$ cat src/rtl/core_pkg.sv
// core_pkg: shared core-wide widths, bubble constant and fetch-queue entry type
//   PC_W, INST_W : default PC and instruction widths
//   NOP_BUBBLE   : all-zero instruction shown to decode when nothing is queued
//   fq_entry_t   : one queued (pc, inst) pair
package core_pkg;
    localparam int PC_W = 13;
    localparam int INST_W = 32;
    localparam logic [INST_W-1:0] NOP_BUBBLE = '0;
    typedef struct packed {
        logic [PC_W-1:0]   pc;
        logic [INST_W-1:0] inst;
    } fq_entry_t;
endpackage

$ cat src/rtl/fetch_queue_if.sv
// fetch_queue_if: fetch/decode handshake bundle around the fetch queue
//   master : fetch + decode side (drives f_*, c_ready, flush)
//   slave  : queue side (drives f_ready, f_afull, c_*, count)
interface fetch_queue_if #(
    parameter int PC_W   = 13,
    parameter int INST_W = 32,
    parameter int DEPTH  = 4
);
    logic                     f_valid;
    logic [PC_W-1:0]          f_pc;
    logic [INST_W-1:0]        f_inst;
    logic                     f_kill;
    logic                     f_ready;
    logic                     f_afull;
    logic                     c_valid;
    logic [PC_W-1:0]          c_pc;
    logic [INST_W-1:0]        c_inst;
    logic                     c_ready;
    logic                     flush;
    logic [$clog2(DEPTH):0]   count;
    modport master (
        output f_valid, f_pc, f_inst, f_kill, c_ready, flush,
        input  f_ready, f_afull, c_valid, c_pc, c_inst, count
    );
    modport slave (
        input  f_valid, f_pc, f_inst, f_kill, c_ready, flush,
        output f_ready, f_afull, c_valid, c_pc, c_inst, count
    );
endinterface

$ cat src/rtl/fq_mem.sv
// fq_mem: DEPTH x W register array, synchronous write, asynchronous read, no reset
//   CLK     : clock
//   i_we    : write enable
//   i_waddr : write address
//   i_wdata : write data
//   i_raddr : read address
//   o_rdata : read data (combinational)
module fq_mem #(
    parameter int DEPTH = 4,
    parameter int W     = 45
) (
    input  logic                     CLK,
    input  logic                     i_we,
    input  logic [$clog2(DEPTH)-1:0] i_waddr,
    input  logic [W-1:0]             i_wdata,
    input  logic [$clog2(DEPTH)-1:0] i_raddr,
    output logic [W-1:0]             o_rdata
);
    logic [W-1:0] r_mem [DEPTH];
    always_ff @(posedge CLK) begin
        if (i_we) r_mem[i_waddr] <= i_wdata;
    end
    assign o_rdata = r_mem[i_raddr];
endmodule

$ cat src/rtl/fetch_queue.sv
// fetch_queue: DEPTH-entry (pc, inst) queue between fetch and decode with flush and kill
//   CLK  : clock
//   NRST : synchronous active-low reset (same effect as flush)
//   bus  : fetch_queue_if slave (fetch enqueue side, decode dequeue side, flush, count)
module fetch_queue #(
    parameter int PC_W     = core_pkg::PC_W,
    parameter int INST_W   = core_pkg::INST_W,
    parameter int DEPTH    = 4,
    parameter int AF_LEVEL = DEPTH - 1
) (
    input logic           CLK,
    input logic           NRST,
    fetch_queue_if.slave  bus
);
    import core_pkg::*;
    localparam int AW = $clog2(DEPTH);
    localparam int CW = AW + 1;
    localparam logic [CW-1:0] FULL_C = CW'(DEPTH);
    localparam logic [CW-1:0] AF_C = CW'(AF_LEVEL);
    logic [AW-1:0]          r_wptr;
    logic [AW-1:0]          r_rptr;
    logic [CW-1:0]          r_count;
    logic                   w_enq;
    logic                   w_deq;
    logic                   w_valid;
    logic [PC_W+INST_W-1:0] w_rdata;
    // Ready/valid come only from the registered count, so a full queue never
    // reuses a slot freed by a same-cycle dequeue.
    assign bus.f_ready = r_count < FULL_C;
    assign bus.f_afull = r_count >= AF_C;
    assign w_valid = r_count != '0;
    assign w_enq = bus.f_valid & bus.f_ready & ~bus.f_kill & ~bus.flush;
    assign w_deq = w_valid & bus.c_ready & ~bus.flush;
    assign bus.c_valid = w_valid;
    assign bus.c_pc = w_valid ? w_rdata[PC_W+INST_W-1:INST_W] : '0;
    assign bus.c_inst = w_valid ? w_rdata[INST_W-1:0] : INST_W'(NOP_BUBBLE);
    assign bus.count = r_count;
    always_ff @(posedge CLK) begin
        if (!NRST || bus.flush) begin
            r_wptr  <= '0;
            r_rptr  <= '0;
            r_count <= '0;
        end else begin
            if (w_enq) r_wptr <= r_wptr + AW'(1);
            if (w_deq) r_rptr <= r_rptr + AW'(1);
            r_count <= r_count + CW'(w_enq) - CW'(w_deq);
        end
    end
    fq_mem #(
        .DEPTH (DEPTH),
        .W     (PC_W + INST_W)
    ) u_mem (
        .CLK     (CLK),
        .i_we    (w_enq),
        .i_waddr (r_wptr),
        .i_wdata ({bus.f_pc, bus.f_inst}),
        .i_raddr (r_rptr),
        .o_rdata (w_rdata)
    );
endmodule

$ cat src/flat_wrapper.sv
// flat-port wrapper written by rule: the top's interface ports become plain ports
module fetch_queue_flat import core_pkg::*;
#(
    parameter int PC_W     = core_pkg::PC_W,
    parameter int INST_W   = core_pkg::INST_W,
    parameter int DEPTH    = 4,
    parameter int AF_LEVEL = DEPTH - 1
)
  (CLK, NRST, bus_f_valid, bus_f_pc, bus_f_inst, bus_f_kill, bus_c_ready, bus_flush, bus_f_ready, bus_f_afull, bus_c_valid, bus_c_pc, bus_c_inst, bus_count);
  fetch_queue_if #(.PC_W(PC_W), .INST_W(INST_W), .DEPTH(DEPTH)) bus_i ();
  input logic CLK;
  input logic NRST;
  input wire logic [$bits(bus_i.f_valid)-1:0] bus_f_valid;
  input wire logic [$bits(bus_i.f_pc)-1:0] bus_f_pc;
  input wire logic [$bits(bus_i.f_inst)-1:0] bus_f_inst;
  input wire logic [$bits(bus_i.f_kill)-1:0] bus_f_kill;
  input wire logic [$bits(bus_i.c_ready)-1:0] bus_c_ready;
  input wire logic [$bits(bus_i.flush)-1:0] bus_flush;
  output wire logic [$bits(bus_i.f_ready)-1:0] bus_f_ready;
  output wire logic [$bits(bus_i.f_afull)-1:0] bus_f_afull;
  output wire logic [$bits(bus_i.c_valid)-1:0] bus_c_valid;
  output wire logic [$bits(bus_i.c_pc)-1:0] bus_c_pc;
  output wire logic [$bits(bus_i.c_inst)-1:0] bus_c_inst;
  output wire logic [$bits(bus_i.count)-1:0] bus_count;
  assign bus_i.f_valid = bus_f_valid;
  assign bus_i.f_pc = bus_f_pc;
  assign bus_i.f_inst = bus_f_inst;
  assign bus_i.f_kill = bus_f_kill;
  assign bus_i.c_ready = bus_c_ready;
  assign bus_i.flush = bus_flush;
  assign bus_f_ready = bus_i.f_ready;
  assign bus_f_afull = bus_i.f_afull;
  assign bus_c_valid = bus_i.c_valid;
  assign bus_c_pc = bus_i.c_pc;
  assign bus_c_inst = bus_i.c_inst;
  assign bus_count = bus_i.count;
  fetch_queue #(.PC_W(PC_W), .INST_W(INST_W), .DEPTH(DEPTH), .AF_LEVEL(AF_LEVEL)) u_core (.CLK(CLK), .NRST(NRST), .bus(bus_i));
endmodule
$ cat config.mk
export PLATFORM = sky130hd
export DESIGN_NAME = fetch_queue_flat
export DESIGN_NICKNAME = d
export VERILOG_FILES = /design/src/rtl/core_pkg.sv /design/src/rtl/fetch_queue_if.sv /design/src/rtl/fq_mem.sv /design/src/rtl/fetch_queue.sv /design/src/flat_wrapper.sv
export SDC_FILE = /design/constraint.sdc
export NUM_CORES = 1
export LEC_CHECK = 0
export CAP_MARGIN = 5
export CORE_MARGIN = 3
export CORE_UTILIZATION = 30
export DETAILED_ROUTE_END_ITERATION = 16
export PLACE_DENSITY_LB_ADDON = 0.2
export SYNTH_ARGS = -nofsm -noshare
export SYNTH_HDL_FRONTEND = slang
export SYNTH_HIERARCHICAL = 1
export SYNTH_SLANG_ARGS = --single-unit
$ cat constraint.sdc
create_clock -name CLK -period 6.8 [get_ports CLK]
set_input_delay 1.36 -clock CLK [delete_from_list [all_inputs] [get_ports CLK]]
set_output_delay 1.36 -clock CLK [all_outputs]
set_load 0.01 [all_outputs]
run_1/ff_map.png
Scale bar: 50 um. Other sequential cells in the stronger gray, the rest of the logic in the fainter gray.
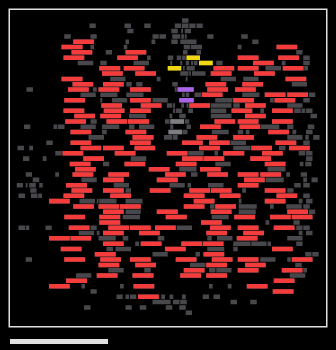
Key: `u_core/bus.count` = yellow [placed flops 3]; `u_core/r_rptr` = purple [placed flops 2]; `u_core/u_mem/r_mem` = red [placed flops 180]

run_1/clock_wires.png
Scale bar: 50 um.
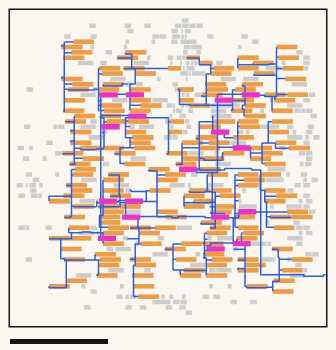
Key: clock-net drivers = magenta [count 17]; flip-flops = orange [count 187]; clock wires = blue [length 2000 um]
There are 18 routed clock nets.

run_1/closeup.png
Window x 106 to 136, y 25 to 55 um. Cells in gray, sequential cells in the stronger gray; small squares are vias.
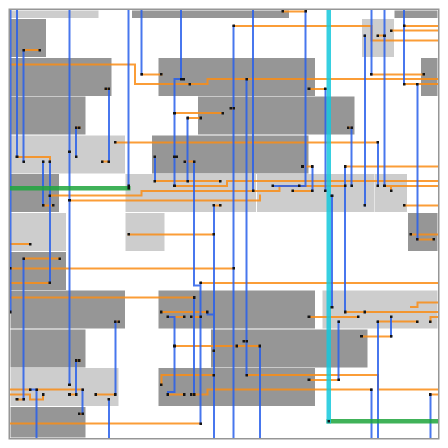
Key: M2 = blue; M3 = green; M1 = orange; M4 = cyan
Most frequent: edfxtp_1 (8), mux4_2 (4), nor2b_1 (2). 16 logic cells have their middle in the window. Netlist names of flops here include `u_core/u_mem/r_mem` (8). Sequential cells in the window: 8.

==> run summary, run 1 <==
yosys + openroad results -> Hold Slack=0.6124 ns, die width=161.8 um, Pleak=2.806 nW, cell type with the largest total area=edfxtp_1, crit path DAT=2.75 ns, register share of total power=54.9%, drt total wl=14.63 mm, WP buf/inv=2, fmax=0.2433 GHz, dpl ws=3.038 ns, outcome=completed, Inverters excl. clock=7, highest-count logic cell in the final layout=edfxtp_1, Simple Share, Synth=5.587%, diodes inserted=0, Final Core Density=38.77%, Post-synth mux share=14.18%, non-clock buffer instance count of the final layout=107, Chip Height=161.8 um, crit path capture=bus_c_pc[3], Final ANT Viol Nets=0, Avg WL per Cell=18.93 um, hold path depth=2, Top logic family=multiplexers, Syn-to-layout area delta=26.15%, flop share of the area=60.45%, Non-clock buffering overhead=11.50%, Inst Count DP=741, Power Density=253.2 nW/um^2, clock buf count=17, Area leader share=74.27%, Max Cap Viol=0, ys cells=330, PortBufs=101, GRT overflow=0, Startpoint Class=register, area reported by Yosys stat=7278 sq um, Clock Sinks=187, met3 routed WL=1.019 mm, Hold Path Origin=u_core/r_wptr[0]
==> run 1 -> run 2 <==
==> constraint.sdc (replaced) <==
create_clock -name CLK -period 4.05 [get_ports CLK]
set_input_delay 0.81 -clock CLK [delete_from_list [all_inputs] [get_ports CLK]]
set_output_delay 0.81 -clock CLK [all_outputs]
set_load 0.01 [all_outputs]
run_2/clock_wires.png
Scale bar: 50 um.
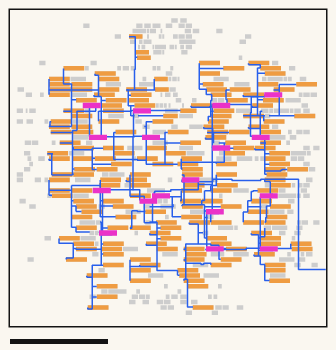
Key: clock wires = blue [length 2040 um]; flip-flops = orange [count 187]; clock-net drivers = magenta [count 17]
There are 18 routed clock nets.

run_2/sizing.png
Scale bar: 50 um.
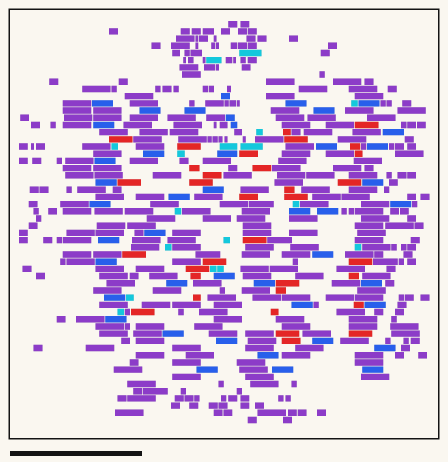
Key: x3 and x4 = cyan [cells 17]; x2 = blue [cells 44]; x6 and larger = red [cells 33]; x1 and smaller = purple [cells 368]

==> run summary, run 2 <==
yosys + openroad results -> WP buf/inv=2 (unchanged), Final Core Density=39.29% (+0.52 points), CTS Hold Buffers Added=0, Largest Register=u_core/u_mem/r_mem, cell type with the largest total area=edfxtp_1, flop share of the area=59.65% (-0.80 points), Max Cap Viol=0 (unchanged), crit path DAT=2.66 ns (-0.09 ns), Post-synth mux share=14.18% (unchanged), DR WL met2=7.439 mm, ys cells=330 (unchanged), Vias/cell=4.425, fin area=9305 sq um, die width=161.8 um (unchanged), diodes inserted=0 (unchanged), area reported by Yosys stat=7278 sq um (unchanged), crit path capture=bus_c_inst[27], PortBufs=101 (unchanged), Clock Sinks=187 (unchanged), Non-clock buffering overhead=12.67% (+1.2 points), fin cells=781, Hold Slack=0.6072 ns (-0.005202 ns), drt total wl=14.72 mm (+0.57%), Top logic family=multiplexers, met3 routed WL=787 um (-23%), highest-count logic cell in the final layout=edfxtp_1, GRT overflow=0 (unchanged), outcome=completed, Chip Height=161.8 um (unchanged), Startpoint Class=register, Inverters excl. clock=7 (unchanged), dpl ws=0.9046 ns (-2.133 ns), Area leader share=74.27% (unchanged), Simple Share, Synth=5.587% (unchanged), Initial Util=30.73%, hold path depth=2 (unchanged), Hold Path Origin=u_core/r_wptr[0], clock buf count=17 (unchanged), fmax=0.2885 GHz, Power Density=420.0 nW/um^2 (+66%), Syn-to-layout area delta=27.85%, setup repair bufs after CTS=0, register share of total power=54.8% (about the same), non-clock buffer instance count of the final layout=115 (+7.5%), Switching Share=21.77%, Inst Count DP=749 (+1.1%), Avg WL per Cell=18.85 um (-0.46%), routed vias=3456
run_2/closeup.png
Window x 106 to 136, y 25 to 55 um. Cells in gray, sequential cells in the stronger gray; small squares are vias.
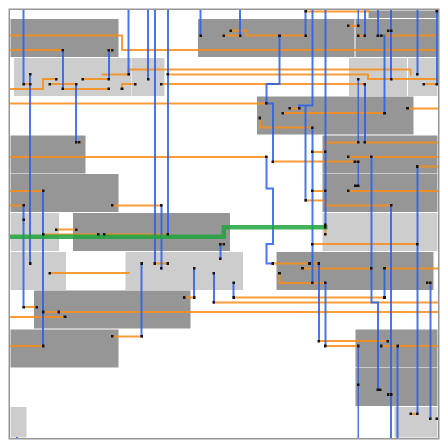
Key: M2 = blue; M3 = green; M1 = orange
Most frequent: edfxtp_1 (13), mux4_2 (2). Sequential cells in the window: 13. Netlist names of flops here include `u_core/u_mem/r_mem` (13). 19 logic cells have their middle in the window.

No activity file was given, so power comes from the tool's default toggle rates.
